--- src/rtl/decode_issue_buf_pkg.sv ---
// Shared types for the decode-to-execute issue buffer.
// Holds the decoded bundle layout and the default datapath width.
package decode_pkg;

    localparam int XLEN = 64;

    typedef struct packed {
        logic [XLEN-1:0] pc;
        logic [XLEN-1:0] data1;
        logic [XLEN-1:0] data2;
        logic [XLEN-1:0] imm;
        logic            with_imm;
    } dec_bundle_t;

endpackage

--- src/rtl/decode_issue_buf_if.sv ---
// Decode-side and execute-side handshake bundle for decode_issue_buf.
// The slave modport is the buffer; the master modport is its environment.
interface decode_issue_buf_if #(
    parameter int XLEN   = 64,
    parameter int CNT_W  = 32,
    parameter int FCNT_W = 16
);
    logic              in_valid;
    logic              in_ready;
    logic [XLEN-1:0]   in_pc;
    logic [XLEN-1:0]   in_data1;
    logic [XLEN-1:0]   in_data2;
    logic [XLEN-1:0]   in_imm;
    logic              in_with_imm;
    logic              flush;
    logic              out_valid;
    logic              out_ready;
    logic [XLEN-1:0]   pc;
    logic [XLEN-1:0]   data1;
    logic [XLEN-1:0]   data2;
    logic [XLEN-1:0]   imm;
    logic              with_imm;
    logic [1:0]        occupancy;
    logic [CNT_W-1:0]  stall_cnt;
    logic [FCNT_W-1:0] flush_cnt;

    modport slave (
        input  in_valid, in_pc, in_data1, in_data2, in_imm, in_with_imm,
        input  flush, out_ready,
        output in_ready, out_valid, pc, data1, data2, imm, with_imm,
        output occupancy, stall_cnt, flush_cnt
    );

    modport master (
        output in_valid, in_pc, in_data1, in_data2, in_imm, in_with_imm,
        output flush, out_ready,
        input  in_ready, out_valid, pc, data1, data2, imm, with_imm,
        input  occupancy, stall_cnt, flush_cnt
    );
endinterface

--- src/rtl/decode_issue_buf_sat_counter.sv ---
// Event counter that sticks at all-ones; only reset clears it.
module sat_counter #(
    parameter int W = 32
) (
    input  logic         clk,
    input  logic         rst,
    input  logic         inc,
    output logic [W-1:0] value
);
    logic [W-1:0] r_value;

    always_ff @(posedge clk or posedge rst) begin
        if (rst) begin
            r_value <= '0;
        end else if (inc && (r_value != '1)) begin
            r_value <= r_value + W'(1);
        end
    end

    assign value = r_value;
endmodule

--- src/rtl/decode_issue_buf.sv ---
// Two-entry elastic buffer between decode and execute with flush support.
// in_ready is registered so execute back-pressure never reaches decode combinationally.
module decode_issue_buf
    import decode_pkg::*;
#(
    parameter int CNT_W  = 32,
    parameter int FCNT_W = 16
) (
    input  logic               clk,
    input  logic               rst,
    decode_issue_buf_if.slave  bus
);
    dec_bundle_t r_mem [2];
    logic        r_wr_ptr;
    logic        r_rd_ptr;
    logic [1:0]  r_count;
    logic        r_in_ready;

    logic        w_out_valid;
    logic        w_enq;
    logic        w_deq;
    logic [1:0]  w_count_next;
    dec_bundle_t w_in;
    dec_bundle_t w_head;

    assign w_in.pc       = bus.in_pc;
    assign w_in.data1    = bus.in_data1;
    assign w_in.data2    = bus.in_data2;
    assign w_in.imm      = bus.in_imm;
    assign w_in.with_imm = bus.in_with_imm;

    assign w_out_valid = (r_count != 2'd0);
    assign w_enq       = bus.in_valid & r_in_ready & ~bus.flush;
    assign w_deq       = w_out_valid & bus.out_ready & ~bus.flush;

    // Flush wins over any same-cycle enqueue or dequeue.
    always_comb begin
        w_count_next = r_count;
        if (bus.flush) begin
            w_count_next = 2'd0;
        end else begin
            w_count_next = r_count + {1'b0, w_enq} - {1'b0, w_deq};
        end
    end

    always_ff @(posedge clk or posedge rst) begin
        if (rst) begin
            r_wr_ptr   <= 1'b0;
            r_rd_ptr   <= 1'b0;
            r_count    <= 2'd0;
            r_in_ready <= 1'b0;
            for (int i = 0; i < 2; i++) begin
                r_mem[i] <= '0;
            end
        end else begin
            r_count    <= w_count_next;
            r_in_ready <= (w_count_next != 2'd2);
            if (w_enq) begin
                r_mem[r_wr_ptr] <= w_in;
            end
            if (bus.flush) begin
                r_wr_ptr <= 1'b0;
                r_rd_ptr <= 1'b0;
            end else begin
                if (w_enq) r_wr_ptr <= ~r_wr_ptr;
                if (w_deq) r_rd_ptr <= ~r_rd_ptr;
            end
        end
    end

    // Head fields are never zeroed when empty; they keep showing the slot at rd_ptr.
    assign w_head        = r_mem[r_rd_ptr];
    assign bus.pc        = w_head.pc;
    assign bus.data1     = w_head.data1;
    assign bus.data2     = w_head.data2;
    assign bus.imm       = w_head.imm;
    assign bus.with_imm  = w_head.with_imm;
    assign bus.out_valid = w_out_valid;
    assign bus.in_ready  = r_in_ready;
    assign bus.occupancy = r_count;

    sat_counter #(.W(CNT_W)) u_stall_cnt (
        .clk   (clk),
        .rst   (rst),
        .inc   (w_out_valid & ~bus.out_ready & ~bus.flush),
        .value (bus.stall_cnt)
    );

    sat_counter #(.W(FCNT_W)) u_flush_cnt (
        .clk   (clk),
        .rst   (rst),
        .inc   (bus.flush & w_out_valid),
        .value (bus.flush_cnt)
    );
endmodule

--- src/flat_wrapper.sv ---
// flat-port wrapper written by rule: the top's interface ports become plain ports
module decode_issue_buf_flat import decode_pkg::*;
#(
    parameter int CNT_W  = 32,
    parameter int FCNT_W = 16
)
  (clk, rst, bus_in_valid, bus_in_pc, bus_in_data1, bus_in_data2, bus_in_imm, bus_in_with_imm, bus_flush, bus_out_ready, bus_in_ready, bus_out_valid, bus_pc, bus_data1, bus_data2, bus_imm, bus_with_imm, bus_occupancy, bus_stall_cnt, bus_flush_cnt);
  decode_issue_buf_if #(.XLEN(XLEN), .CNT_W(CNT_W), .FCNT_W(FCNT_W)) bus_i ();
  input  logic clk;
  input  logic rst;
  input wire logic [$bits(bus_i.in_valid)-1:0] bus_in_valid;
  input wire logic [$bits(bus_i.in_pc)-1:0] bus_in_pc;
  input wire logic [$bits(bus_i.in_data1)-1:0] bus_in_data1;
  input wire logic [$bits(bus_i.in_data2)-1:0] bus_in_data2;
  input wire logic [$bits(bus_i.in_imm)-1:0] bus_in_imm;
  input wire logic [$bits(bus_i.in_with_imm)-1:0] bus_in_with_imm;
  input wire logic [$bits(bus_i.flush)-1:0] bus_flush;
  input wire logic [$bits(bus_i.out_ready)-1:0] bus_out_ready;
  output wire logic [$bits(bus_i.in_ready)-1:0] bus_in_ready;
  output wire logic [$bits(bus_i.out_valid)-1:0] bus_out_valid;
  output wire logic [$bits(bus_i.pc)-1:0] bus_pc;
  output wire logic [$bits(bus_i.data1)-1:0] bus_data1;
  output wire logic [$bits(bus_i.data2)-1:0] bus_data2;
  output wire logic [$bits(bus_i.imm)-1:0] bus_imm;
  output wire logic [$bits(bus_i.with_imm)-1:0] bus_with_imm;
  output wire logic [$bits(bus_i.occupancy)-1:0] bus_occupancy;
  output wire logic [$bits(bus_i.stall_cnt)-1:0] bus_stall_cnt;
  output wire logic [$bits(bus_i.flush_cnt)-1:0] bus_flush_cnt;
  assign bus_i.in_valid = bus_in_valid;
  assign bus_i.in_pc = bus_in_pc;
  assign bus_i.in_data1 = bus_in_data1;
  assign bus_i.in_data2 = bus_in_data2;
  assign bus_i.in_imm = bus_in_imm;
  assign bus_i.in_with_imm = bus_in_with_imm;
  assign bus_i.flush = bus_flush;
  assign bus_i.out_ready = bus_out_ready;
  assign bus_in_ready = bus_i.in_ready;
  assign bus_out_valid = bus_i.out_valid;
  assign bus_pc = bus_i.pc;
  assign bus_data1 = bus_i.data1;
  assign bus_data2 = bus_i.data2;
  assign bus_imm = bus_i.imm;
  assign bus_with_imm = bus_i.with_imm;
  assign bus_occupancy = bus_i.occupancy;
  assign bus_stall_cnt = bus_i.stall_cnt;
  assign bus_flush_cnt = bus_i.flush_cnt;
  decode_issue_buf #(.CNT_W(CNT_W), .FCNT_W(FCNT_W)) u_core (.clk(clk), .rst(rst), .bus(bus_i));
endmodule
--- config.mk ---
export PLATFORM = sky130hd
export DESIGN_NAME = decode_issue_buf_flat
export DESIGN_NICKNAME = d
export VERILOG_FILES = /design/src/rtl/decode_issue_buf_pkg.sv /design/src/rtl/decode_issue_buf_if.sv /design/src/rtl/decode_issue_buf_sat_counter.sv /design/src/rtl/decode_issue_buf.sv /design/src/flat_wrapper.sv
export SDC_FILE = /design/constraint.sdc
export NUM_CORES = 1
export LEC_CHECK = 0
export ABC_AREA = 1
export CELL_PAD_IN_SITES_DETAIL_PLACEMENT = 0
export CELL_PAD_IN_SITES_GLOBAL_PLACEMENT = 1
export CORE_UTILIZATION = 40
export CTS_BUF_LIST = sky130_fd_sc_hd__clkbuf_16
export DETAILED_ROUTE_END_ITERATION = 16
export PLACE_DENSITY = 0.85
export SLEW_MARGIN = 10
export SYNTH_ARGS = -nofsm -noshare
export SYNTH_HDL_FRONTEND = slang
export SYNTH_SLANG_ARGS = --single-unit
--- constraint.sdc ---
create_clock -name clk -period 46.3 [get_ports clk]
set_input_delay 4.63 -clock clk [delete_from_list [all_inputs] [get_ports clk]]
set_output_delay 4.63 -clock clk [all_outputs]
set_load 0.05 [all_outputs]
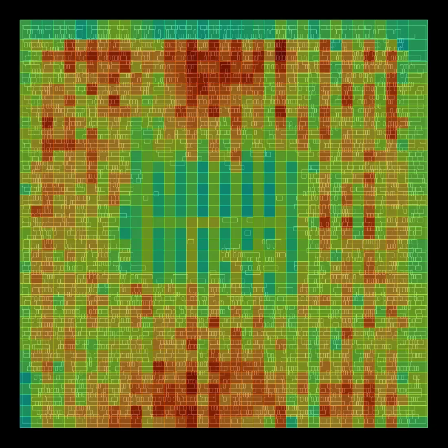
(congestion heat map)
overall routing resource usage: 23.5%
routed len/inst: 16.4 um

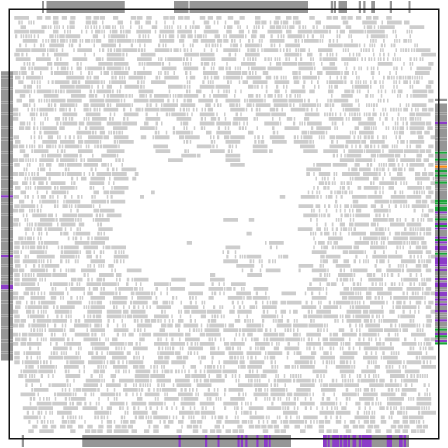
(pin placement)
Pins as bars across the die edge, other pins in grey.
| colour | port | pins | direction | edge |
|---|---|---|---|---|
| green | `bus_flush_cnt` | 16 | output | right |
| purple | `bus_in_imm` | 64 | input | 36 bottom, 24 right, 4 left |
| orange | `bus_out_valid` | 1 | output | right |

==> flow.log <==
[flow] collecting metrics
[metrics] Avg Synthesized Cell Area: 7.80 um^2
[metrics] weighted congestion at the end of routability-driven global placement: 0.851
[metrics] critical path fanouts, max: 101
[metrics] Non-Filler Instances: 4,623
[metrics] kind of launch point of the worst setup path: register
[metrics] number of cells upsized or downsized after cts: 0
[metrics] period utilisation layout: 20.5%
[metrics] post-synthesis cell count from yosys: 3,246
[metrics] clk buf depth: 3
[metrics] status: finished, final reports clean
[metrics] number of iterations in the first detailed-routing pass: 5
[metrics] global-route wire length before repair: 118,000 um
[metrics] count of port buffers added during placement: 570
[metrics] RSZ-0062 raised after global routing: false
[metrics] worst hold path stage count: 2
[metrics] area added between synthesis and finish: 33.3%
[metrics] total number of warnings across the stage logs: 44
[metrics] Root Buffer Master: sky130_fd_sc_hd__clkbuf_16
[metrics] remaining max-slew budget at the tightest pin: 27.3%
[metrics] highest ir drop seen on vdd: 35.6 uV
[metrics] maximum capacitance violations: 0
[metrics] # DRC: 0
[metrics] global route overflow: 0
[metrics] cell area after technology mapping: 0.0253 mm^2
[metrics] WL final: 75,800 um
[metrics] number of antenna violations at the first check in global routing: 16
[metrics] Max Clk Rate: 105 MHz
[metrics] critical path's slowest cell: sky130_fd_sc_hd__buf_4
[metrics] count of pins on the block boundary: 571
[metrics] final critical path time including I/O delays and setup: 9490 ps
[metrics] top library cells by usage in the layout, fill and taps aside: sky130_fd_sc_hd__nand2_1 (1,521), sky130_fd_sc_hd__clkdlybuf4s50_1 (570), sky130_fd_sc_hd__dfrtp_1 (566), sky130_fd_sc_hd__o21ai_0 (521), sky130_fd_sc_hd__inv_1 (313)
[metrics] pre-CTS setup slack: 37,400 ps
[metrics] Synth warnings: 0
[metrics] final total negative setup slack: 0 ps
[metrics] cts hold-fix bufs: 0
[metrics] number of failing setup endpoints in the final timing report: 0
[metrics] FF-to-FF path depth: 6
[metrics] TritonCTS sink count: 567
[metrics] antenna viol nets, final: 0
==> cell usage after synthesis, drive strengths merged <==
library cell	count	area (um^2)
a21oi	5	25.0
and2	3	18.8
buf	49	270
clkbuf	128	480
dfrtp	567	14200
ha	4	50.1
inv	301	1130
nand2	1529	5780
nand3	24	125
nand3b	4	30.0
nand4	6	37.5
nor2	70	294
nor3	7	40.0
o21ai	524	2620
or2	1	6.26
xnor2	12	105
xor2	12	105
==> area by class of cell <==
type	instances	area, um^2	share of cell area (%)
Sequential cell	567	14200	42.1
Clock buffer	68	1700	5.04
Timing Repair Buffer	589	5860	17.4
Tap cell	837	1050	3.10
Antenna cell	10	25.0	0.0742
Multi-Input combinational cell	2201	9260	27.5
Clock inverter	50	498	1.48
Inverter	301	1150	3.40
==> worst max-delay path by stage <==
stage	to	slack, ps	cells after the start
final	bus_pc[38]	36810	6
after floorplan	u_core.bus.in_ready	25810	1
after global routing	bus_pc[27]	36550	6
after detailed placement	bus_pc[38]	37400	6
after CTS	bus_pc[38]	36750	6
after global placement	bus_pc[36]	37460	6
==> per-layer routing <==
metal  up-vias  track usage (%)  wire length, um
met4        12             9.09             2340
met5         -                0               81
met3       129             5.91             5150
met2       564             38.4            36500
li1      10900                -                -
met1     10200             29.7            31700
==> where the power goes <==
group / internal (W) / switching, W / leakage [nW]
Sequential: 0.000661 / 0.000103 / 7.13
Clock: 0.000318 / 0.000209 / 1.13
Combinational: 0.000269 / 0.000558 / 8.70
Total: 0.00125 / 0.000870 / 17.0
==> worst max-delay path, delay by kind of cell, from the launching register on <==
kind          cells  cell delay [ps]
simple gates      2              240
flops             1              780
buf+inv           4             2990
==> logic make-up after synthesis <==
group                    after synthesis  synth area share [%]
flip-flops                           567                  56.1
AND/OR/NAND/NOR                     1644                  25.0
AND-OR/OR-AND                        529                  10.5
XOR/XNOR                              24                 0.830
adder cells (fa/ha/maj)                4                 0.198
buffers and inverters                478                  7.44
==> sequential cells by signal (all words and copies together) (netlist names) <==
signal / flops
u_core.bus.in_ready: 1
u_core.bus.occupancy: 2
u_core.r_mem: 514
u_core.r_rd_ptr: 1
u_core.r_wr_ptr: 1
u_core.u_flush_cnt.value: 16
u_core.u_stall_cnt.value: 32
==> per-stage QoR <==
step           util [%]  total power, W  hold WS [ps]  area [um^2]
2_1_floorplan         -         0.00132           453        25300
3_3_place_gp       50.7         0.00159           464        31500
3_5_place_dp       50.7         0.00160           472        31500
4_1_cts            54.2         0.00214           486        33700
5_1_grt            54.3         0.00224           498        33700
6_report           54.3         0.00212           481        33700
Power figures rest on the tool's default switching activity, not on a simulated workload.
